## src/rtl/calc_pkg.sv

```systemverilog
// rtl/calc_pkg.sv - shared states, key codes and key classification for the calculator sequencer
package calc_pkg;

  typedef enum logic [2:0] {
    IDLE,
    ENTER1,
    ENTER2,
    CONV,
    ALU,
    DONE,
    ERROR
  } calc_state_t;

  localparam logic [3:0] KEY_ENTER = 4'hA;
  localparam logic [3:0] KEY_CLEAR = 4'hB;

  // Key codes 0-9 are decimal digits; everything above is a command or ignored.
  function automatic logic is_digit(input logic [3:0] code);
    return code <= 4'd9;
  endfunction

endpackage

```

## src/rtl/module_bcd_shreg.sv

```systemverilog
// rtl/module_bcd_shreg.sv - BCD operand shift register with digit counter and overflow drop
module module_bcd_shreg
  import calc_pkg::*;
#(
  parameter int DIGITS = 2
) (
  input  logic                       clk,
  input  logic                       rst,
  input  logic                       clr_i,
  input  logic                       shift_en_i,
  input  logic [3:0]                 digit_i,
  output logic [4*DIGITS-1:0]        value_o,
  output logic [$clog2(DIGITS+1)-1:0] count_o
);

  localparam int VW = 4 * DIGITS;
  localparam int CW = $clog2(DIGITS + 1);

  logic [VW-1:0] value_q, value_d;
  logic [CW-1:0] count_q, count_d;

  // Clear first, then shift: clr_i together with shift_en_i loads a fresh first digit.
  always_comb begin
    value_d = clr_i ? '0 : value_q;
    count_d = clr_i ? '0 : count_q;
    if (shift_en_i && (count_d < CW'(DIGITS))) begin
      value_d = VW'({value_d, digit_i});
      count_d = count_d + CW'(1);
    end
  end

  // Operand and digit count registers.
  always_ff @(posedge clk) begin
    if (rst) begin
      value_q <= '0;
      count_q <= '0;
    end else begin
      value_q <= value_d;
      count_q <= count_d;
    end
  end

  assign value_o = value_q;
  assign count_o = count_q;

endmodule

```

## src/rtl/module_calc_ctrl.sv

```systemverilog
// rtl/module_calc_ctrl.sv - keypad-to-converter/ALU sequencer; optional watchdog via CALC_CTRL_TIMEOUT_EN
module module_calc_ctrl
  import calc_pkg::*;
#(
  parameter int DIGITS      = 2,
  parameter int TIMEOUT_CYC = 1000
) (
  input  logic                clk,
  input  logic                rst,
  input  logic                key_valid,
  input  logic [3:0]          key_code,
  output logic [4*DIGITS-1:0] num1,
  output logic [4*DIGITS-1:0] num2,
  output logic                listo1,
  output logic                listo2,
  input  logic                conv_done,
  input  logic                conv_err,
  output logic                alu_start,
  input  logic                alu_done,
  output logic                busy,
  output logic                done,
  output logic                err
);

  localparam int CW = $clog2(DIGITS + 1);

  if (TIMEOUT_CYC < 1) begin : g_bad_timeout
    $error("TIMEOUT_CYC must be at least 1");
  end

  calc_state_t state_q, state_d;
  logic        listo1_q, listo1_d;
  logic        listo2_q, listo2_d;
  logic        alu_start_q;
  logic        sh1_clr, sh1_shift, sh2_clr, sh2_shift;
  logic [CW-1:0] cnt1, cnt2;
  logic        timeout_hit;

  wire key_is_digit = key_valid && is_digit(key_code);
  wire key_enter    = key_valid && (key_code == KEY_ENTER);
  wire key_clear    = key_valid && (key_code == KEY_CLEAR);

  module_bcd_shreg #(.DIGITS(DIGITS)) u_op1 (
    .clk       (clk),
    .rst       (rst),
    .clr_i     (sh1_clr),
    .shift_en_i(sh1_shift),
    .digit_i   (key_code),
    .value_o   (num1),
    .count_o   (cnt1)
  );

  module_bcd_shreg #(.DIGITS(DIGITS)) u_op2 (
    .clk       (clk),
    .rst       (rst),
    .clr_i     (sh2_clr),
    .shift_en_i(sh2_shift),
    .digit_i   (key_code),
    .value_o   (num2),
    .count_o   (cnt2)
  );

`ifdef CALC_CTRL_TIMEOUT_EN
  localparam int TW = $clog2(TIMEOUT_CYC + 1);
  logic [TW-1:0] tmo_q;

  // Watchdog restarts on every state change and counts while waiting in CONV or ALU.
  always_ff @(posedge clk) begin
    if (rst || (state_d != state_q) || !(state_q inside {CONV, ALU})) begin
      tmo_q <= '0;
    end else begin
      tmo_q <= tmo_q + TW'(1);
    end
  end

  assign timeout_hit = (tmo_q == TW'(TIMEOUT_CYC - 1));
`else
  assign timeout_hit = 1'b0;
`endif

  // Next state, operand register controls and listo flags; CLEAR overrides everything.
  always_comb begin
    state_d   = state_q;
    listo1_d  = listo1_q;
    listo2_d  = listo2_q;
    sh1_clr   = 1'b0;
    sh1_shift = 1'b0;
    sh2_clr   = 1'b0;
    sh2_shift = 1'b0;
    if (key_clear) begin
      state_d  = IDLE;
      listo1_d = 1'b0;
      listo2_d = 1'b0;
      sh1_clr  = 1'b1;
      sh2_clr  = 1'b1;
    end else begin
      case (state_q)
        IDLE: begin
          if (key_is_digit) begin
            sh1_clr   = 1'b1;
            sh1_shift = 1'b1;
            state_d   = ENTER1;
          end
        end
        ENTER1: begin
          if (key_is_digit) begin
            sh1_shift = 1'b1;
          end else if (key_enter && (cnt1 != '0)) begin
            listo1_d = 1'b1;
            state_d  = ENTER2;
          end
        end
        ENTER2: begin
          if (key_is_digit) begin
            sh2_shift = 1'b1;
          end else if (key_enter && (cnt2 != '0)) begin
            listo2_d = 1'b1;
            state_d  = CONV;
          end
        end
        CONV: begin
          if (conv_err)         state_d = ERROR;
          else if (conv_done)   state_d = ALU;
          else if (timeout_hit) state_d = ERROR;
        end
        ALU: begin
          if (alu_done)         state_d = DONE;
          else if (timeout_hit) state_d = ERROR;
        end
        DONE: begin
          if (key_is_digit) begin
            listo1_d  = 1'b0;
            listo2_d  = 1'b0;
            sh1_clr   = 1'b1;
            sh1_shift = 1'b1;
            sh2_clr   = 1'b1;
            state_d   = ENTER1;
          end
        end
        default: ;
      endcase
    end
  end

  // State, listo flags and a start pulse raised only on the cycle ALU is entered.
  always_ff @(posedge clk) begin
    if (rst) begin
      state_q     <= IDLE;
      listo1_q    <= 1'b0;
      listo2_q    <= 1'b0;
      alu_start_q <= 1'b0;
    end else begin
      state_q     <= state_d;
      listo1_q    <= listo1_d;
      listo2_q    <= listo2_d;
      alu_start_q <= (state_d == ALU) && (state_q != ALU);
    end
  end

  assign listo1    = listo1_q;
  assign listo2    = listo2_q;
  assign alu_start = alu_start_q;
  assign busy      = state_q inside {ENTER1, ENTER2, CONV, ALU};
  assign done      = (state_q == DONE);
  assign err       = (state_q == ERROR);

endmodule

```

## config.mk

```make
export PLATFORM = sky130hd
export DESIGN_NAME = module_calc_ctrl
export DESIGN_NICKNAME = d
export VERILOG_FILES = /design/src/rtl/calc_pkg.sv /design/src/rtl/module_bcd_shreg.sv /design/src/rtl/module_calc_ctrl.sv
export SDC_FILE = /design/constraint.sdc
export NUM_CORES = 1
export LEC_CHECK = 0
export ABC_AREA = 1
export ABC_CLOCK_PERIOD_IN_PS = 1500
export CORE_MARGIN = 1.5
export CORE_UTILIZATION = 38
export DETAILED_ROUTE_END_ITERATION = 12
export PLACE_DENSITY = 0.74
export SLEW_MARGIN = 10
export SYNTH_ARGS = -nofsm -noshare
export SYNTH_HDL_FRONTEND = slang
export SYNTH_SLANG_ARGS = --single-unit
```

## constraint.sdc

```tcl
create_clock -name clk -period 1.5 [get_ports clk]
set_clock_uncertainty 0.2 [all_clocks]
set_input_delay 0.3 -clock clk [delete_from_list [all_inputs] [get_ports clk]]
set_output_delay 0.3 -clock clk [all_outputs]
set_load 0.03 [all_outputs]
```

### The metal 1 layer

Scale bar: 20 µm.
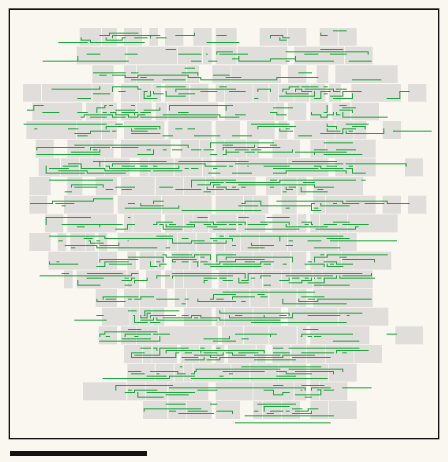
The layer holds 38% of the routed length. The longest straight run is 19.8 µm. The wires run mostly horizontal.
total detailed-routing wirelength: 5140 µm
global-route met1 utilization: 24.1%
total via count in the routed design: 1624

### The metal 2 layer

Scale bar: 20 µm.
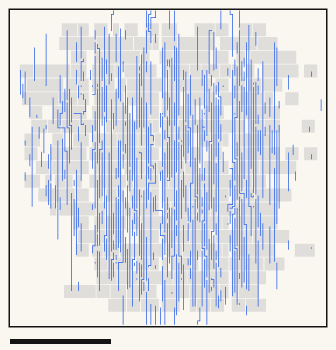
The longest straight run is 35.7 µm. The layer holds 52% of the routed length. The layer carries 2650 µm of wire.

### Met3 routing

Scale bar: 20 µm.
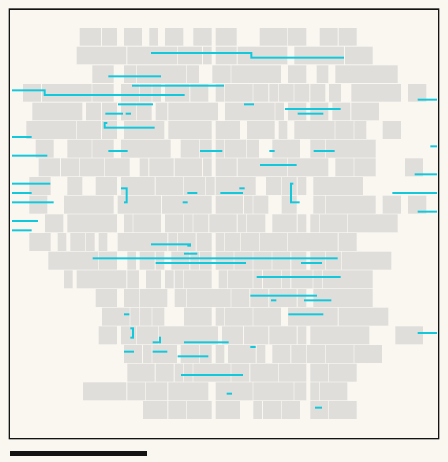
The wires run mostly horizontal. The longest straight run is 35.4 µm. The layer holds 5.6% of the routed length. 38 nets have wire on it. The layer carries 288 µm of wire.
routing usage on met3: 4.32%

### The metal 4 layer

Scale bar: 20 µm.
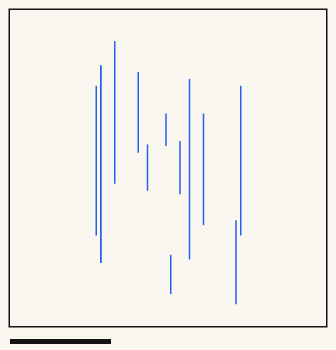
The layer holds 4.8% of the routed length. The wires run mostly vertical. 11 nets have wire on it. The layer carries 247 µm of wire.

### Congestion heat map

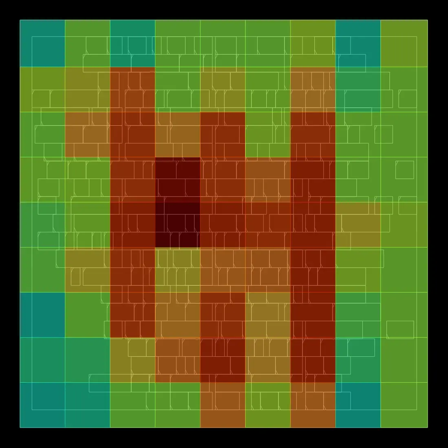
fin util: 72.4%
layer with the highest usage: met2
wire length per cell after detailed routing: 17.2 µm
total global routing track utilization: 20.5%

-- timing repair --
action,in CTS,in global routing
resized,47,62
buffers inserted,19,12
hold endpoints to repair,0,0
gates cloned,2,1
endpoints found under the setup margin,29,29
pin swaps,22,31
hold buffers,0,0
-- path summary, 6_finish.rpt --
path / startpoint / to / slack [ps]
setup / recovery: state_q[1] / busy / -350
hold / removal: key_code[1] / u_op2.value_o[1] / 250
setup reg to reg: state_q[1] / alu_start / -290
hold reg to reg: u_op2.value_o[6] / u_op2.value_o[6] / 270
-- sequential cells by signal (all words and copies together) (netlist names) --
signal         count
u_op2.count_o      2
u_op1.value_o      8
listo2             1
state_q            3
u_op2.value_o      8
listo1             1
u_op1.count_o      2
alu_start          1
==> results.toml <==
# flow metrics
[outcome]
run_status = "finished with violations"
violations = "negative setup slack"

[logic_synthesis]
fp_nets = 187
synth_stat.cells = 177
netlist_logic_family_top = "simple AND/OR/NAND/NOR gates"
synth.area.mux_share_pct = 0
dominant_cell_area_share_pct = 38.8
synth_area_um2 = 1340
chip_area_line_of_the_yosys_report_um2 = 1340
synth.avg_cell_area_um2 = 7.57
postSynth.asyncResetShare_pct = 0
yosysTopAreaCell = "sky130_fd_sc_hd__dfxtp_1"
synth-adder-area-share_pct = 0
synth_xor_xnor_area_share_pct = 0
synth-edff-count = 0
post-synth-top-count-cell = "sky130_fd_sc_hd__nand2_1"
synth_cells = 177
synthTopCellsByCount = "34 x sky130_fd_sc_hd__nand2_1, 26 x sky130_fd_sc_hd__dfxtp_1, 19 x sky130_fd_sc_hd__nor2_1, 15 x sky130_fd_sc_hd__a21oi_1"
yosys-top-cells-area = "sky130_fd_sc_hd__dfxtp_1 39%, sky130_fd_sc_hd__nand2_1 9.5%, sky130_fd_sc_hd__a21oi_1 5.6%, sky130_fd_sc_hd__nor2_1 5.3%, sky130_fd_sc_hd__nand3_1 4.5%"
ys_sh_aoi_pct = 15.3
simple_gate_area_share_pct = 39.1
synth-main-ff-cell = "sky130_fd_sc_hd__dfxtp_1"
yosys.stat.seqShare_pct = 38.8
synth.yosys.warnings = 0
ys_types = 29
ys.flops = 26

[finish]
non_clock_buffer_share_pct = 28.2
drive_above_1_share_pct = 58.5
non_clock_buffer_count = 73
biggestCellCategory = "logic gates"
comb-cell-share_pct = 41.7
clock_tree_area_fraction_pct = 1.49
nFillCells = 224
n_antenna_cell = 0
final-comb-area_um2 = 1020
multiInputCombCellCount = 131
final_area_um2 = 2430
non_clk_invs = 19
flop-count = 26
layout.cells.most_common = "sky130_fd_sc_hd__buf_4"
final-seq-area_um2 = 532
seq_total_area_pct = 21.8
layout.cells.non_filler = 299
most-common-layout-cells = "44 x sky130_fd_sc_hd__buf_4, 23 x sky130_fd_sc_hd__dfxtp_1, 15 x sky130_fd_sc_hd__nor2_1, 15 x sky130_fd_sc_hd__nand2_1, 13 x sky130_fd_sc_hd__buf_6"
syn2layout_area_growth_pct = 81.7
clock_buffers = 4
design.final.nets = 264

[final_timing]
layout_setup_ws_ps = -350
max_slew.worst_pin.slew_ps = 319
finalSetupViolCount = 30
finalClockPeriodUsage_pct = 123
grt_setup_unrepaired = "true"
setup_total_negative_slack_ps = -6800
fmax_mhz = 540
timing.hold.ws_ps = 249
finalMaxSlewViolations = 0
final-hold-violation-count = 0
min_period_ps = 1850
slew_headroom_pct = 78.7

[drt]
antenna_violating_nets_left = 0
drc = 0
routed_via_density = 5.43
drtPass1Iterations = 4
initialDrtViolationCount = 77
dr_wl_met3_um = 287
wl_met1_um = 1950
top_layer = "met4"
routed-wl-met2_um = 2650

[pwr]
sw_frac_of_total_pct = 32.7
gate_power_share_pct = 28.8
pwr-share-seq_pct = 46.8
top_power_group = "sequential cells"
power.internal_mw = 1.05
ir_drop_mv = 0.648
pg_clk_mw = 0.380
power_switching_mw = 0.510
sequentialPower_mw = 0.731
power_frac_clock_pct = 24.4
powerComb_mw = 0.449
power_mw = 1.56
cellPowerDensity_nw_per_um2 = 641
total_leakage_power_nw = 1.01

[placement]
placed_cells = 267
place_worst_setup_slack_ps = -588
detailedPlacementHpwl_um = 2440
buffer_ports.inserted = 31
finalWeightedCongestion = 0.817
detailed_place.area_um2 = 1780

[setup_path]
path_length_in_cells_of_the_critical_path = 5
crit_path_max_fanout = 3
crit_arrival_ps = 1350
required_time_reported_for_the_critical_path_endpoint_ps = 1000
reg2regPathDepth = 12
start_kind = "flop"
cp_cell_sequence = "buf_6 > nor2_4 > nand2_2 > o211ai_1 > buf_4"
critical-path-top-delay-family = "flip-flops"
end_kind = "primary output"
slowest_stage = "sky130_fd_sc_hd__dfxtp_4"
crit_type = "reg -> out"
critPathMaxStageDelay_ps = 390
critical_path.n_buffers_inverters = 2

[clocking]
htree_num_levels = 1
ctsRootBufferMaster = "sky130_fd_sc_hd__clkbuf_4"
cts_made_buffers = 3
clock_sink_count = 26
maximum_number_of_buffers_from_clock_root_to_sink = 2
path_clk_slew_ps = 150
tritoncts_clock_tree = "built"
clock_latency_ps = 350

[worst_hold_path]
worstHoldPathType = "in -> reg"
worstHoldPathCells = 3

[die]
core_area_um2 = 3360
initial_core_util_pct = 39.8
die_width_um = 62.4
chipArea_um2 = 3890
boundaryPins = 32
die.size.y_um = 62.4
std_cell_rows = 21
tap_cells = 46

[global_routing]
met2_usage_pct = 36.1
antenna_violations_before_repair = 0
via_count_of_the_first_global_routing_pass = 1461
grt_first_pass_wirelength_um = 6440
grt.overflow.total = 0
maximum_number_of_pins_on_one_net_before_global_route_repair = 19

[flow_run]
tool_warnings = 29
max_cap_check_violation_count = 0
No activity file was given, so power comes from the tool's default toggle rates.
